**Floorplan with the power grid**

Bar = 20 um. Pins as bars on the die edge. Tap cells in grey.
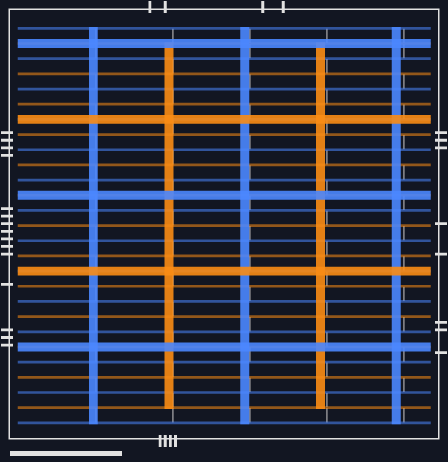
**Cell classes on the final placement**

Bar = 20 um.
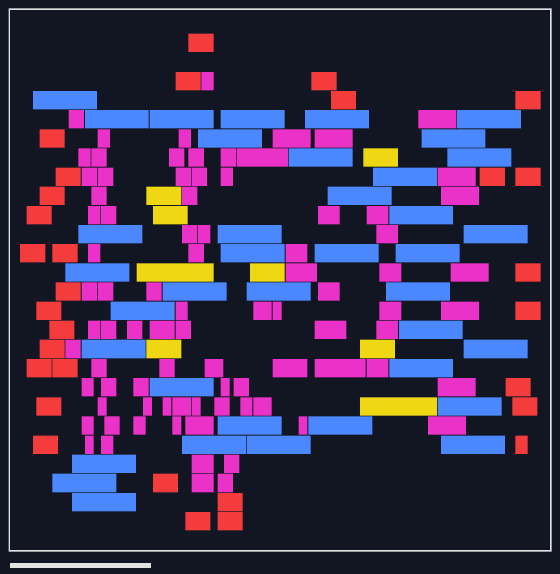
$ cat src/rtl/serial_add_pkg.sv
// Shared definitions for the bit-serial adder controller.
//   state_e      : controller FSM state (IDLE/RUN/DONE), 2-bit encoding
//   DefaultWidth : default operand/sum width
//   cnt_width()  : bit-counter width for a given operand width (at least 1 bit)
package serial_add_pkg;

  localparam int unsigned DefaultWidth = 8;

  typedef enum logic [1:0] {
    StIdle = 2'd0,
    StRun  = 2'd1,
    StDone = 2'd2
  } state_e;

  // Width of the bit-position counter; it only has to reach width-1.
  function automatic int unsigned cnt_width(input int unsigned width);
    return (width > 1) ? $clog2(width) : 1;
  endfunction

endpackage

$ cat src/rtl/fa_bit_cell.sv
// 1-bit combinational full adder, the single arithmetic cell that the serial
// adder time-shares across all bit positions.
// Ports:
//   a, b  : operand bits
//   cin   : carry in
//   s     : sum bit
//   cout  : carry out
module fa_bit_cell (
  input  logic a,
  input  logic b,
  input  logic cin,
  output logic s,
  output logic cout
);

  assign s    = a ^ b ^ cin;
  assign cout = (a & b) | (a & cin) | (b & cin);

endmodule

$ cat src/rtl/serial_add_ctrl.sv
// Bit-serial adder controller. Latches A, B and carry-in on an accepted start,
// feeds one full-adder cell LSB-first (one bit per clock, registered carry) and
// returns the assembled sum and carry-out together with a one-cycle done pulse.
// Optional feature macro: SERIAL_ADD_OVF_EN adds the signed-overflow output ovf_out.
// Parameters:
//   WIDTH    : operand/sum width, 2..32
// Ports:
//   clk      : system clock, rising edge
//   rst_n    : asynchronous active-low reset
//   start    : request, accepted only while ready=1
//   a_in     : operand A, sampled at accept
//   b_in     : operand B, sampled at accept
//   cin_in   : carry-in, sampled at accept
//   ready    : 1 while idle and able to accept start
//   done     : one-cycle pulse, results valid
//   sum_out  : registered sum, held until the next completion
//   cout_out : registered carry-out, held until the next completion
//   ovf_out  : registered signed overflow (SERIAL_ADD_OVF_EN only)
module serial_add_ctrl
  import serial_add_pkg::*;
#(
  parameter int unsigned WIDTH = DefaultWidth
) (
  input  logic             clk,
  input  logic             rst_n,
  input  logic             start,
  input  logic [WIDTH-1:0] a_in,
  input  logic [WIDTH-1:0] b_in,
  input  logic             cin_in,
  output logic             ready,
  output logic             done,
  output logic [WIDTH-1:0] sum_out,
  output logic             cout_out
`ifdef SERIAL_ADD_OVF_EN
  ,
  output logic             ovf_out
`endif
);

  localparam int unsigned CntW = cnt_width(WIDTH);
  localparam logic [CntW-1:0] CntLast = CntW'(WIDTH - 1);

  state_e           state_q, state_d;
  logic [WIDTH-1:0] a_sr_q, a_sr_d;
  logic [WIDTH-1:0] b_sr_q, b_sr_d;
  logic [WIDTH-1:0] s_sr_q, s_sr_d;
  logic             carry_q, carry_d;
  logic [CntW-1:0]  cnt_q, cnt_d;
  logic [WIDTH-1:0] sum_q, sum_d;
  logic             cout_q, cout_d;
`ifdef SERIAL_ADD_OVF_EN
  logic             ovf_q, ovf_d;
`endif

  logic cell_s;
  logic cell_cout;

  fa_bit_cell u_cell (
    .a    (a_sr_q[0]),
    .b    (b_sr_q[0]),
    .cin  (carry_q),
    .s    (cell_s),
    .cout (cell_cout)
  );

  always_comb begin
    state_d = state_q;
    a_sr_d  = a_sr_q;
    b_sr_d  = b_sr_q;
    s_sr_d  = s_sr_q;
    carry_d = carry_q;
    cnt_d   = cnt_q;
    sum_d   = sum_q;
    cout_d  = cout_q;
`ifdef SERIAL_ADD_OVF_EN
    ovf_d   = ovf_q;
`endif
    ready   = 1'b0;
    done    = 1'b0;

    unique case (state_q)
      StIdle: begin
        ready = 1'b1;
        if (start) begin
          a_sr_d  = a_in;
          b_sr_d  = b_in;
          s_sr_d  = '0;
          carry_d = cin_in;
          cnt_d   = '0;
          state_d = StRun;
        end
      end

      StRun: begin
        a_sr_d  = {1'b0, a_sr_q[WIDTH-1:1]};
        b_sr_d  = {1'b0, b_sr_q[WIDTH-1:1]};
        // Sum bits enter at the MSB so that after WIDTH shifts bit 0 sits at the LSB.
        s_sr_d  = {cell_s, s_sr_q[WIDTH-1:1]};
        carry_d = cell_cout;
        cnt_d   = cnt_q + CntW'(1);
        if (cnt_q == CntLast) begin
          // Capture the fully assembled word directly, including this edge's MSB.
          sum_d   = {cell_s, s_sr_q[WIDTH-1:1]};
          cout_d  = cell_cout;
`ifdef SERIAL_ADD_OVF_EN
          // carry_q is the carry into the MSB on this last bit.
          ovf_d   = carry_q ^ cell_cout;
`endif
          cnt_d   = '0;
          state_d = StDone;
        end
      end

      StDone: begin
        done    = 1'b1;
        state_d = StIdle;
      end

      default: begin
        state_d = StIdle;
      end
    endcase
  end

  always_ff @(posedge clk or negedge rst_n) begin
    if (!rst_n) begin
      state_q <= StIdle;
      a_sr_q  <= '0;
      b_sr_q  <= '0;
      s_sr_q  <= '0;
      carry_q <= 1'b0;
      cnt_q   <= '0;
      sum_q   <= '0;
      cout_q  <= 1'b0;
`ifdef SERIAL_ADD_OVF_EN
      ovf_q   <= 1'b0;
`endif
    end else begin
      state_q <= state_d;
      a_sr_q  <= a_sr_d;
      b_sr_q  <= b_sr_d;
      s_sr_q  <= s_sr_d;
      carry_q <= carry_d;
      cnt_q   <= cnt_d;
      sum_q   <= sum_d;
      cout_q  <= cout_d;
`ifdef SERIAL_ADD_OVF_EN
      ovf_q   <= ovf_d;
`endif
    end
  end

  assign sum_out  = sum_q;
  assign cout_out = cout_q;
`ifdef SERIAL_ADD_OVF_EN
  assign ovf_out  = ovf_q;
`endif

endmodule

$ cat config.mk
export PLATFORM = sky130hd
export DESIGN_NAME = serial_add_ctrl
export DESIGN_NICKNAME = d
export VERILOG_FILES = /design/src/rtl/serial_add_pkg.sv /design/src/rtl/fa_bit_cell.sv /design/src/rtl/serial_add_ctrl.sv
export SDC_FILE = /design/constraint.sdc
export NUM_CORES = 1
export LEC_CHECK = 0
export CAP_MARGIN = 0
export CORE_UTILIZATION = 30
export CTS_BUF_LIST = sky130_fd_sc_hd__clkbuf_4 sky130_fd_sc_hd__clkbuf_8
export DETAILED_ROUTE_END_ITERATION = 10
export HOLD_SLACK_MARGIN = 0.03
export PLACE_DENSITY = 0.49
export SYNTH_ARGS = -nofsm -noshare
export SYNTH_HDL_FRONTEND = slang
export SYNTH_HIERARCHICAL = 1
export SYNTH_SLANG_ARGS = --single-unit
export TNS_END_PERCENT = 10
$ cat constraint.sdc
create_clock -name clk -period 3.9 [get_ports clk]
set_input_delay 0.585 -clock clk [delete_from_list [all_inputs] [get_ports clk]]
set_output_delay 0.585 -clock clk [all_outputs]
set_load 0.02 [all_outputs]
==> impl_metrics.ini <==
; flow metrics
[worst_setup_path]
critical_path_class = flip-flop to output pin
timing.critical_path.max_delay_family = buffers and inverters
setup.worst_path.end = done

[clocking]
cts-buffers-inserted = 5
cts_setup_buffers = 0
clkSinkCount = 38
root_buffer = sky130_fd_sc_hd__clkbuf_8
clk_pin_slew_worst_setup_hold_paths_ns = 0.07

[final_timing]
final.hold.worst_slack_ns = 0.391
max_clock_freq_mhz = 394
final-setup-viol-count = 0
worst_clock_skew_ns = 0.00469
tns_ns = 0
hold_violations = 0
setup_repair_after_global_routing_missed_its_margin = no
final_period_minus_worst_setup_slack_ns = 2.54

[routing]
first_pass_iters = 4
drt-wirelength-per-cell_um = 15.3

[final_layout]
proportion_of_layout_cells_with_a_drive_suffix_above_1 = 0.130
final_nets = 183
nFillCells = 496
area_delta_synth_final_pct = 27.4
area_share_nonclk_buffers = 0.138
clkbuf_count = 6

[synthesis]
post_synth_num_cell_types = 26
yosys-mux-area-fraction = 0.0807
ys_sh_simple = 0.0575
yosys_register_bits = 38

[die]
die-area_sq_um = 5890

[global_route]
global_route.usage.met1 = 0.169
grt_start_max_net_pins = 39

[pwr]
net-switching-power_uw = 589
cellInternalPower_mw = 1.19
seq-power_uw = 714

[run_status]
outcome = finished clean
Notes on 'floorplan with the power grid' above:
Key: blue = VSS; orange = VDD
27 met1 rails follow the rows. 70 tap cells.
worst-case vdd ir drop: 312 uV
Floorplan Core Area: 5240 sq um
overall die height: 76.7 um

Notes on 'cell classes on the final placement' above:
Key: magenta = combinational and other logic [cells 85]; blue = flops [cells 38]; yellow = clock drivers and dummy loads [cells 8]; red = other buffers and delay cells [cells 30]
Cell Rows: 26
register fraction of the total cell area: 0.445

No activity file was given, so power comes from the tool's default toggle rates.
